[config.mk]
export PLATFORM = sky130hd
export DESIGN_NAME = pc_sequencer_flat
export DESIGN_NICKNAME = d
export VERILOG_FILES = /design/src/rtl/pc_sequencer_if.sv /design/src/rtl/pc_sequencer.sv /design/src/flat_wrapper.sv
export SDC_FILE = /design/constraint.sdc
export NUM_CORES = 1
export LEC_CHECK = 0
export CORE_UTILIZATION = 45
export DETAILED_ROUTE_END_ITERATION = 8
export GPL_ROUTABILITY_DRIVEN = 1
export PLACE_DENSITY = 0.8
export SETUP_SLACK_MARGIN = 0.5
export SLEW_MARGIN = 20
export SYNTH_ARGS = -nofsm -noshare
export SYNTH_HDL_FRONTEND = slang
export SYNTH_SLANG_ARGS = --single-unit
[constraint.sdc]
create_clock -name clk_i -period 3.6 [get_ports clk_i]
set_input_delay 1.08 -clock clk_i [delete_from_list [all_inputs] [get_ports clk_i]]
set_output_delay 1.08 -clock clk_i [all_outputs]
set_load 0.03 [all_outputs]
[src/rtl/pc_sequencer_if.sv]
// Fetch/decode bus of the PC sequencer: instruction-memory req/ack handshake plus decode decision inputs.
// The master side is the sequencer; the slave side is the memory/decode environment.
interface pc_sequencer_if #(
  parameter int AW = 8,
  parameter int IW = 9
);
  logic          imem_req_o;
  logic [AW-1:0] imem_addr_o;
  logic          imem_ack_i;
  logic [IW-1:0] imem_data_i;
  logic [IW-1:0] instr_o;
  logic          instr_valid_o;
  logic          stall_i;
  logic          branchf_i;
  logic          branchb_i;
  logic [AW-1:0] target_i;
  logic          halt_i;

  modport master (
    output imem_req_o, imem_addr_o, instr_o, instr_valid_o,
    input  imem_ack_i, imem_data_i, stall_i, branchf_i, branchb_i, target_i, halt_i
  );

  modport slave (
    input  imem_req_o, imem_addr_o, instr_o, instr_valid_o,
    output imem_ack_i, imem_data_i, stall_i, branchf_i, branchb_i, target_i, halt_i
  );
endinterface

[src/rtl/pc_sequencer.sv]
// Program-counter sequencer: IDLE/FETCH/EXEC/HALT controller driving instruction fetch and PC update.
// Optional retired-instruction counter enabled by defining PC_SEQ_ICOUNT_EN.
module pc_sequencer #(
  parameter int AW            = 8,
  parameter int IW            = 9,
  parameter int FETCH_TIMEOUT = 16
) (
  input  logic          clk_i,
  input  logic          rst_i,
  input  logic          start_i,
  input  logic [AW-1:0] startadd_i,
  pc_sequencer_if.master bus,
  output logic [AW-1:0] pc_o,
  output logic [1:0]    state_o,
  output logic          done_o,
  output logic          error_o,
  output logic [15:0]   icount_o
);

  localparam int CW = $clog2(FETCH_TIMEOUT) + 1;
  localparam logic [CW-1:0] TMO_LAST = CW'(FETCH_TIMEOUT - 1);

  typedef enum logic [1:0] {
    S_IDLE  = 2'd0,
    S_FETCH = 2'd1,
    S_EXEC  = 2'd2,
    S_HALT  = 2'd3
  } state_e;

  state_e        state_q, state_d;
  logic [AW-1:0] pc_q, pc_d;
  logic [IW-1:0] instr_q, instr_d;
  logic [CW-1:0] tmo_q, tmo_d;
  logic          err_q, err_d;
  logic          req_q, req_d;
  logic          vld_q, vld_d;
  logic          done_q, done_d;

  // PC-relative target, modulo 2^AW; forward wins over backward.
  function automatic logic [AW-1:0] next_pc(input logic [AW-1:0] pc,
                                            input logic          fwd,
                                            input logic          bwd,
                                            input logic [AW-1:0] off);
    logic [AW-1:0] inc;
    inc = pc + AW'(1);
    if (fwd)      return inc + off;
    else if (bwd) return inc - off;
    else          return inc;
  endfunction

  always_comb begin
    state_d = state_q;
    pc_d    = pc_q;
    instr_d = instr_q;
    tmo_d   = tmo_q;
    err_d   = err_q;
    if (start_i) begin
      state_d = S_FETCH;
      pc_d    = startadd_i;
      err_d   = 1'b0;
      tmo_d   = '0;
    end else begin
      case (state_q)
        S_FETCH: begin
          if (bus.imem_ack_i) begin
            instr_d = bus.imem_data_i;
            state_d = S_EXEC;
            tmo_d   = '0;
          end else if (tmo_q == TMO_LAST) begin
            state_d = S_HALT;
            err_d   = 1'b1;
            tmo_d   = '0;
          end else begin
            tmo_d = tmo_q + CW'(1);
          end
        end
        S_EXEC: begin
          // Decode's decision is only sampled once it stops stalling.
          if (!bus.stall_i) begin
            if (bus.halt_i) begin
              state_d = S_HALT;
            end else begin
              pc_d    = next_pc(pc_q, bus.branchf_i, bus.branchb_i, bus.target_i);
              state_d = S_FETCH;
            end
          end
        end
        default: ;
      endcase
    end
    // Output flags are registered from the next state so they line up with state_q.
    req_d  = (state_d == S_FETCH);
    vld_d  = (state_d == S_EXEC);
    done_d = (state_d == S_HALT);
  end

  always_ff @(posedge clk_i) begin
    if (rst_i) begin
      state_q <= S_IDLE;
      pc_q    <= '0;
      instr_q <= '0;
      tmo_q   <= '0;
      err_q   <= 1'b0;
      req_q   <= 1'b0;
      vld_q   <= 1'b0;
      done_q  <= 1'b0;
    end else begin
      state_q <= state_d;
      pc_q    <= pc_d;
      instr_q <= instr_d;
      tmo_q   <= tmo_d;
      err_q   <= err_d;
      req_q   <= req_d;
      vld_q   <= vld_d;
      done_q  <= done_d;
    end
  end

`ifdef PC_SEQ_ICOUNT_EN
  logic [15:0] icount_q, icount_d;
  logic        retire;

  // Halt counts as a retirement; a start abandons the current instruction uncounted.
  assign retire = (state_q == S_EXEC) && !bus.stall_i && !start_i;

  always_comb begin
    icount_d = icount_q;
    if (start_i)     icount_d = '0;
    else if (retire) icount_d = icount_q + 16'd1;
  end

  always_ff @(posedge clk_i) begin
    if (rst_i) icount_q <= '0;
    else       icount_q <= icount_d;
  end

  assign icount_o = icount_q;
`else
  assign icount_o = '0;
`endif

  assign bus.imem_req_o    = req_q;
  assign bus.imem_addr_o   = pc_q;
  assign bus.instr_o       = instr_q;
  assign bus.instr_valid_o = vld_q;
  assign pc_o              = pc_q;
  assign state_o           = state_q;
  assign done_o            = done_q;
  assign error_o           = err_q;

endmodule

[src/flat_wrapper.sv]
// flat-port wrapper written by rule: the top's interface ports become plain ports
module pc_sequencer_flat 
#(
  parameter int AW            = 8,
  parameter int IW            = 9,
  parameter int FETCH_TIMEOUT = 16
)
  (clk_i, rst_i, start_i, startadd_i, pc_o, state_o, done_o, error_o, icount_o, bus_imem_req_o, bus_imem_addr_o, bus_instr_o, bus_instr_valid_o, bus_imem_ack_i, bus_imem_data_i, bus_stall_i, bus_branchf_i, bus_branchb_i, bus_target_i, bus_halt_i);
  pc_sequencer_if #(.AW(AW), .IW(IW)) bus_i ();
  input  logic clk_i;
  input  logic rst_i;
  input  logic start_i;
  input  logic [AW-1:0] startadd_i;
  output logic [AW-1:0] pc_o;
  output logic [1:0] state_o;
  output logic done_o;
  output logic error_o;
  output logic [15:0] icount_o;
  output wire logic [$bits(bus_i.imem_req_o)-1:0] bus_imem_req_o;
  output wire logic [$bits(bus_i.imem_addr_o)-1:0] bus_imem_addr_o;
  output wire logic [$bits(bus_i.instr_o)-1:0] bus_instr_o;
  output wire logic [$bits(bus_i.instr_valid_o)-1:0] bus_instr_valid_o;
  input wire logic [$bits(bus_i.imem_ack_i)-1:0] bus_imem_ack_i;
  input wire logic [$bits(bus_i.imem_data_i)-1:0] bus_imem_data_i;
  input wire logic [$bits(bus_i.stall_i)-1:0] bus_stall_i;
  input wire logic [$bits(bus_i.branchf_i)-1:0] bus_branchf_i;
  input wire logic [$bits(bus_i.branchb_i)-1:0] bus_branchb_i;
  input wire logic [$bits(bus_i.target_i)-1:0] bus_target_i;
  input wire logic [$bits(bus_i.halt_i)-1:0] bus_halt_i;
  assign bus_imem_req_o = bus_i.imem_req_o;
  assign bus_imem_addr_o = bus_i.imem_addr_o;
  assign bus_instr_o = bus_i.instr_o;
  assign bus_instr_valid_o = bus_i.instr_valid_o;
  assign bus_i.imem_ack_i = bus_imem_ack_i;
  assign bus_i.imem_data_i = bus_imem_data_i;
  assign bus_i.stall_i = bus_stall_i;
  assign bus_i.branchf_i = bus_branchf_i;
  assign bus_i.branchb_i = bus_branchb_i;
  assign bus_i.target_i = bus_target_i;
  assign bus_i.halt_i = bus_halt_i;
  pc_sequencer #(.AW(AW), .IW(IW), .FETCH_TIMEOUT(FETCH_TIMEOUT)) u_core (.clk_i(clk_i), .rst_i(rst_i), .start_i(start_i), .startadd_i(startadd_i), .bus(bus_i), .pc_o(pc_o), .state_o(state_o), .done_o(done_o), .error_o(error_o), .icount_o(icount_o));
endmodule
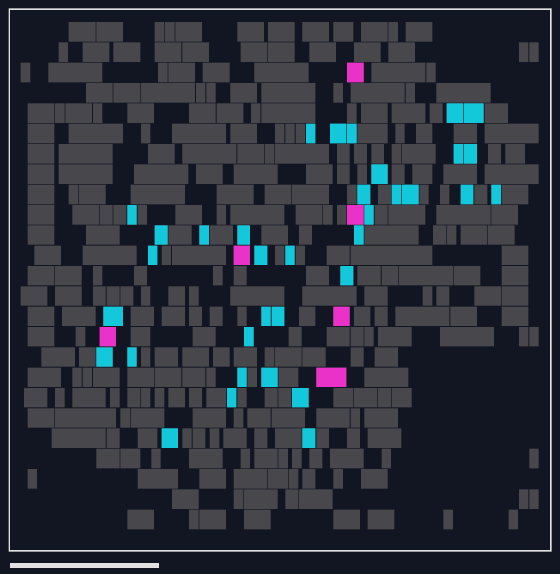
Figure 1: run 1, selected gate families.
Scale bar: 20 um.
legend:
  and/or cells:
    color: magenta
    cells: 6
  nand cells:
    color: cyan
    cells: 35

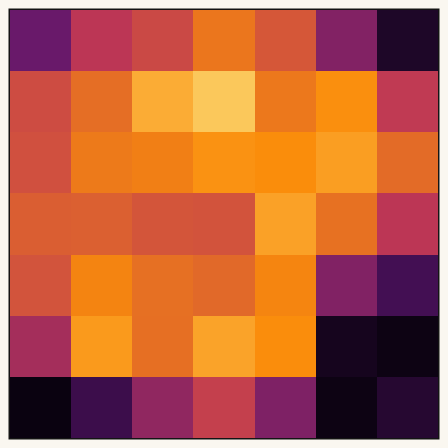
Figure 2: run 1, local utilization.
7 x 7 tiles, from black (low) to pale yellow (high), 0 to 100% covered.
mean over tiles: 54%
tiles over 75% full: 20%
emptiest ninth of the die: bottom right
fullest tile: 88%

==> impl_metrics.env, run 1 <==
# yosys + openroad results
export IMPL_warnings=34
export IMPL_fmax_mhz=331.8
export IMPL_p_per_area_nw_per_um2=305.9
export IMPL_cts_htree_levels=1
export IMPL_yosys_area_top_type="dfxtp_1"
export IMPL_path_class="primary input to flip-flop"
export IMPL_drt_iter0_drc=136
export IMPL_dr_wl_met2_mm=2.555
export IMPL_ys_cells=285
export IMPL_path_cells="clkdlybuf4s50_1 -> ha_1 -> inv_1 -> fa_1 -> o21bai_1 -> a21oi_1 -> o41ai_1 -> o21ai_1 -> o311ai_0 -> o22ai_1"
export IMPL_final_core_util_pct=61.03
export IMPL_status="completed"
export IMPL_fp_utilization_pct=47.07
export IMPL_nFillCells=448
export IMPL_n_all_buffers=65
export IMPL_worst_hold_slack_ps=459.6
export IMPL_max_stage_delay_ps=490
export IMPL_r2r_start="u_core.bus.imem_addr_o[0]"
export IMPL_crit_path_start_kind="primary input"
export IMPL_design_core_area_um2=4723
export IMPL_p_int_mw=0.6017
export IMPL_comb_area_share_pct=49.44
export IMPL_clock_buffer_count=3
export IMPL_p_leak_nw=1.236
export IMPL_top_power_group="registers"
export IMPL_met2_usage_pct=35.72
export IMPL_instances_no_fill=403
export IMPL_drive_gt1_share_pct=4.762
export IMPL_path_depth=10
export IMPL_largest_class="combinational gates"
export IMPL_cts_tree="built"
export IMPL_post_route_drc_count=0
export IMPL_top_layer="met4"
export IMPL_grt_use_total_pct=20.24
export IMPL_p_clk_mw=0.247
export IMPL_sh_seq_area_pct=19.44
export IMPL_yosys_warnings=0
export IMPL_simple_gate_area_share_pct=19.53
export IMPL_p_comb_share_pct=34.1
export IMPL_power_share_clock_pct=28.0
export IMPL_syn_inst=285
export IMPL_wl_met3_um=325
export IMPL_cts_resized=2
export IMPL_power_mw=0.8819
export IMPL_ys_sh_aoi_pct=20.09
export IMPL_ys_seq_share_pct=25.21
export IMPL_ys_types=45
export IMPL_cts_setup_buffers=0
export IMPL_ys_async_sr_fraction_pct=0
export IMPL_routed_wl_mm=5.221
export IMPL_r2r_end="u_core.bus.imem_addr_o[5]"
export IMPL_report_final_hold_viol_count=0
export IMPL_mux_share_pct=5.459
export IMPL_gr_total_overflow=0
export IMPL_std_cell_rows=25
export IMPL_relSlewSlack_pct=59.32
export IMPL_critPathBufInv=2
export IMPL_final_cell_mix="clkdlybuf4s50_1 (62), nor2_1 (36), dfxtp_1 (28)"
export IMPL_cp_startpoint="bus_target_i[0]"
export IMPL_logic_area_um2=1425
export IMPL_tightest_slew_ps=608.6
export IMPL_cts_buffers=3
export IMPL_cp_end_kind="flip-flop"
export IMPL_flops=28
export IMPL_drtPass1Iterations=4
export IMPL_post_place_ws_ps=164.1
export IMPL_fin_area_um2=2883
export IMPL_die_x_um=72.29
export IMPL_pg_comb_mw=0.301
export IMPL_cp_top_family="AND-OR/OR-AND gates"
export IMPL_nMultiInputCombCells=213
export IMPL_yosys_area_um2=2223
export IMPL_num_antenna_cells=0
export IMPL_critPathArrivalTime_ps=3170
export IMPL_synth_top_cell_by_count="nor2_1"
export IMPL_synthesis_area_um2=2223
export IMPL_final_setup_worst_slack_ps=586.4
export IMPL_top_cells_by_area="dfxtp_1 (25%), ha_1 (10%), buf_4 (8.1%), nor2_1 (6.1%), mux2i_1 (5.0%)"
export IMPL_min_path_cells=2
export IMPL_cp_max_fo=3
export IMPL_cts_path_max_buffers=2
export IMPL_clkTransAtPathRegs_ps=90
export IMPL_grt_pass1_wl_mm=8.514
export IMPL_viasPerCell=5.199
export IMPL_yosys_most_used_dff="dfxtp_1"
export IMPL_fin_crit_ps=3014
export IMPL_die_h_um=72.29
export IMPL_edf_count=0
export IMPL_grt_use_met1_pct=25.99
export IMPL_skew_ps=2.133
export IMPL_grt_max_degree=20
export IMPL_report_final_slew_viol_count=0
export IMPL_ys_sh_adder_pct=11.93
export IMPL_tns_ps=0
export IMPL_synthTopLogicFamily="AND-OR/OR-AND gates"
export IMPL_met1_length_mm=2.305
export IMPL_pg_seq_mw=0.334
export IMPL_area_share_clock_buf_inv_pct=2.474
export IMPL_synth_area_per_cell_um2=7.801
export IMPL_switching_share_pct=31.78
export IMPL_min_from="u_core.tmo_q[4]"
export IMPL_rsz0062_at_grt="true"
export IMPL_met3_usage_pct=3.889
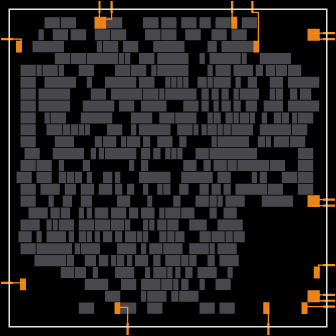
Figure 3: run 1, I/O nets highlighted.
legend:
  icount_o:
    color: orange
    direction: output
    edge: 8 right, 4 top, 2 left, 2 bottom
    end_cells: 16
    wire: 52.7 um
count of buffers from port buffering: 63
I/O Pins: 80

Figure 4. Placement view (run 1).
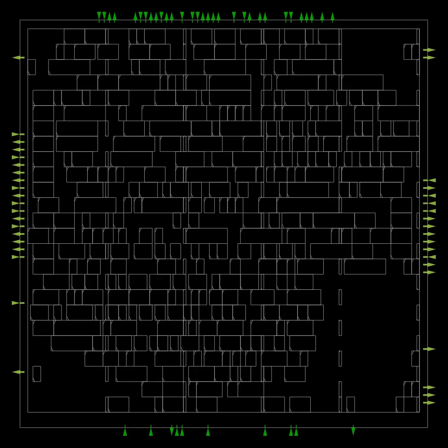

==> run 1 -> run 2 <==
clock period = 2.9 ns   (was 3.6 ns; I/O delays follow)
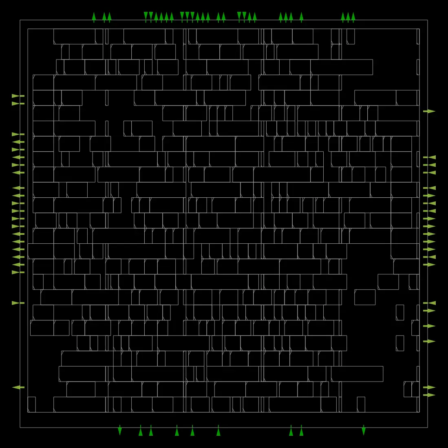
Figure 5: run 2, placement view.
fin cells: 431
post-layout util: 72.11%
registers: 28
fill count: 365
tap cell count: 67

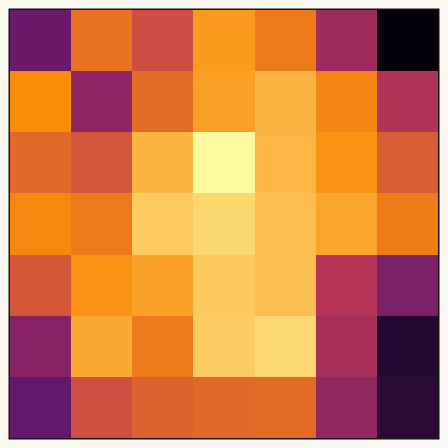
Figure 6: run 2, local utilization.
7 x 7 tiles, from black (low) to pale yellow (high), 0 to 100% covered.
Initial Util: 47.07%
Core ar.: 4723 um^2

==> impl_metrics.env, run 2 <==
# yosys + openroad results
export IMPL_met2_usage_pct=40.71
export IMPL_power_frac_seq_pct=35.0
export IMPL_p_int_mw=0.7960
export IMPL_cts_path_max_buffers=2
export IMPL_ys_async_sr_fraction_pct=0
export IMPL_min_from="u_core.tmo_q[4]"
export IMPL_status="completed"
export IMPL_bufAreaShareNonClock_pct=25.64
export IMPL_cp_startpoint="bus_target_i[2]"
export IMPL_synth_top_cell_by_count="nor2_1"
export IMPL_grt_max_degree=20
export IMPL_grt_pass1_wl_mm=9.591
export IMPL_drt_iter0_drc=125
export IMPL_routed_wl_mm=5.812
export IMPL_syn_inst=285
export IMPL_path_class="primary input to flip-flop"
export IMPL_fin_area_um2=3406
export IMPL_synthTopLogicFamily="AND-OR/OR-AND gates"
export IMPL_yosys_area_um2=2223
export IMPL_edf_count=0
export IMPL_relSlewSlack_pct=60.60
export IMPL_ioPinCount=80
export IMPL_report_final_slew_viol_count=0
export IMPL_ys_sh_adder_pct=11.93
export IMPL_post_place_ws_ps=-159.2
export IMPL_nMultiInputCombCells=213
export IMPL_ys_cells=285
export IMPL_port_buffer_count=63
export IMPL_logic_area_um2=1698
export IMPL_rsz0062_at_grt="true"
export IMPL_crit_path_start_kind="primary input"
export IMPL_p_leak_nw=1.549
export IMPL_ys_seq_share_pct=25.21
export IMPL_wire_per_inst_um=13.48
export IMPL_p_clk_mw=0.307
export IMPL_grt_use_total_pct=23.01
export IMPL_power_share_clock_pct=26.0
export IMPL_cp_end_kind="flip-flop"
export IMPL_critPathBufInv=3
export IMPL_post_route_drc_count=0
export IMPL_cts_htree_levels=1
export IMPL_area_share_clock_buf_inv_pct=2.094
export IMPL_num_antenna_cells=0
export IMPL_cts_buffers=3
export IMPL_synthesis_area_um2=2223
export IMPL_largest_class="combinational gates"
export IMPL_cts_setup_buffers=13
export IMPL_min_to="u_core.tmo_q[4]"
export IMPL_tns_ps=0
export IMPL_max_stage_delay_ps=410
export IMPL_final_cell_mix="clkdlybuf4s50_1 (47), nor2_1 (31), buf_4 (29)"
export IMPL_n_all_buffers=93
export IMPL_r2r_end="u_core.bus.imem_addr_o[7]"
export IMPL_top_power_group="combinational cells"
export IMPL_sh_seq_area_pct=17.01
export IMPL_clock_buffer_count=3
export IMPL_path_cells="clkdlybuf4s15_1 -> buf_4 -> ha_4 -> inv_1 -> a221o_1 -> a31oi_4 -> nor3_2 -> o32ai_2 -> xnor2_1 -> o31ai_2"
export IMPL_p_per_area_nw_per_um2=345.7
export IMPL_die_h_um=72.29
export IMPL_drive_gt1_share_pct=23.90
export IMPL_worst_hold_slack_ps=469.8
export IMPL_fmax_mhz=414.0
export IMPL_synth_area_per_cell_um2=7.801
export IMPL_grt_use_met1_pct=28.24
export IMPL_cp_max_fo=4
export IMPL_fin_crit_ps=2415
export IMPL_skew_ps=3.782
export IMPL_simple_gate_area_share_pct=19.53
export IMPL_pg_comb_mw=0.459
export IMPL_r2r_start="u_core.bus.imem_addr_o[0]"
export IMPL_pg_seq_mw=0.412
export IMPL_p_comb_share_pct=39.0
export IMPL_gr_total_overflow=0
export IMPL_power_mw=1.177
export IMPL_cp_top_family="AND-OR/OR-AND gates"
export IMPL_met3_usage_pct=4.583
export IMPL_comb_area_share_pct=49.85
export IMPL_wl_met3_um=401
export IMPL_switching_share_pct=32.40
export IMPL_report_final_hold_viol_count=0
export IMPL_yosys_most_used_dff="dfxtp_1"
export IMPL_min_path_cells=2
export IMPL_yosys_warnings=0
export IMPL_tightest_slew_ps=589.3
export IMPL_dr_wl_met2_mm=2.827
export IMPL_mux_share_pct=5.459
export IMPL_ys_types=45
export IMPL_cts_tree="built"
export IMPL_top_layer="met4"
export IMPL_die_x_um=72.29
export IMPL_top_cells_by_area="dfxtp_1 (25%), ha_1 (10%), buf_4 (8.1%), nor2_1 (6.1%), mux2i_1 (5.0%)"
export IMPL_std_cell_rows=25
export IMPL_met1_length_mm=2.471
export IMPL_yosys_area_top_type="dfxtp_1"
export IMPL_clkTransAtPathRegs_ps=90
export IMPL_cts_resized=50
export IMPL_final_setup_worst_slack_ps=484.6
export IMPL_warnings=36
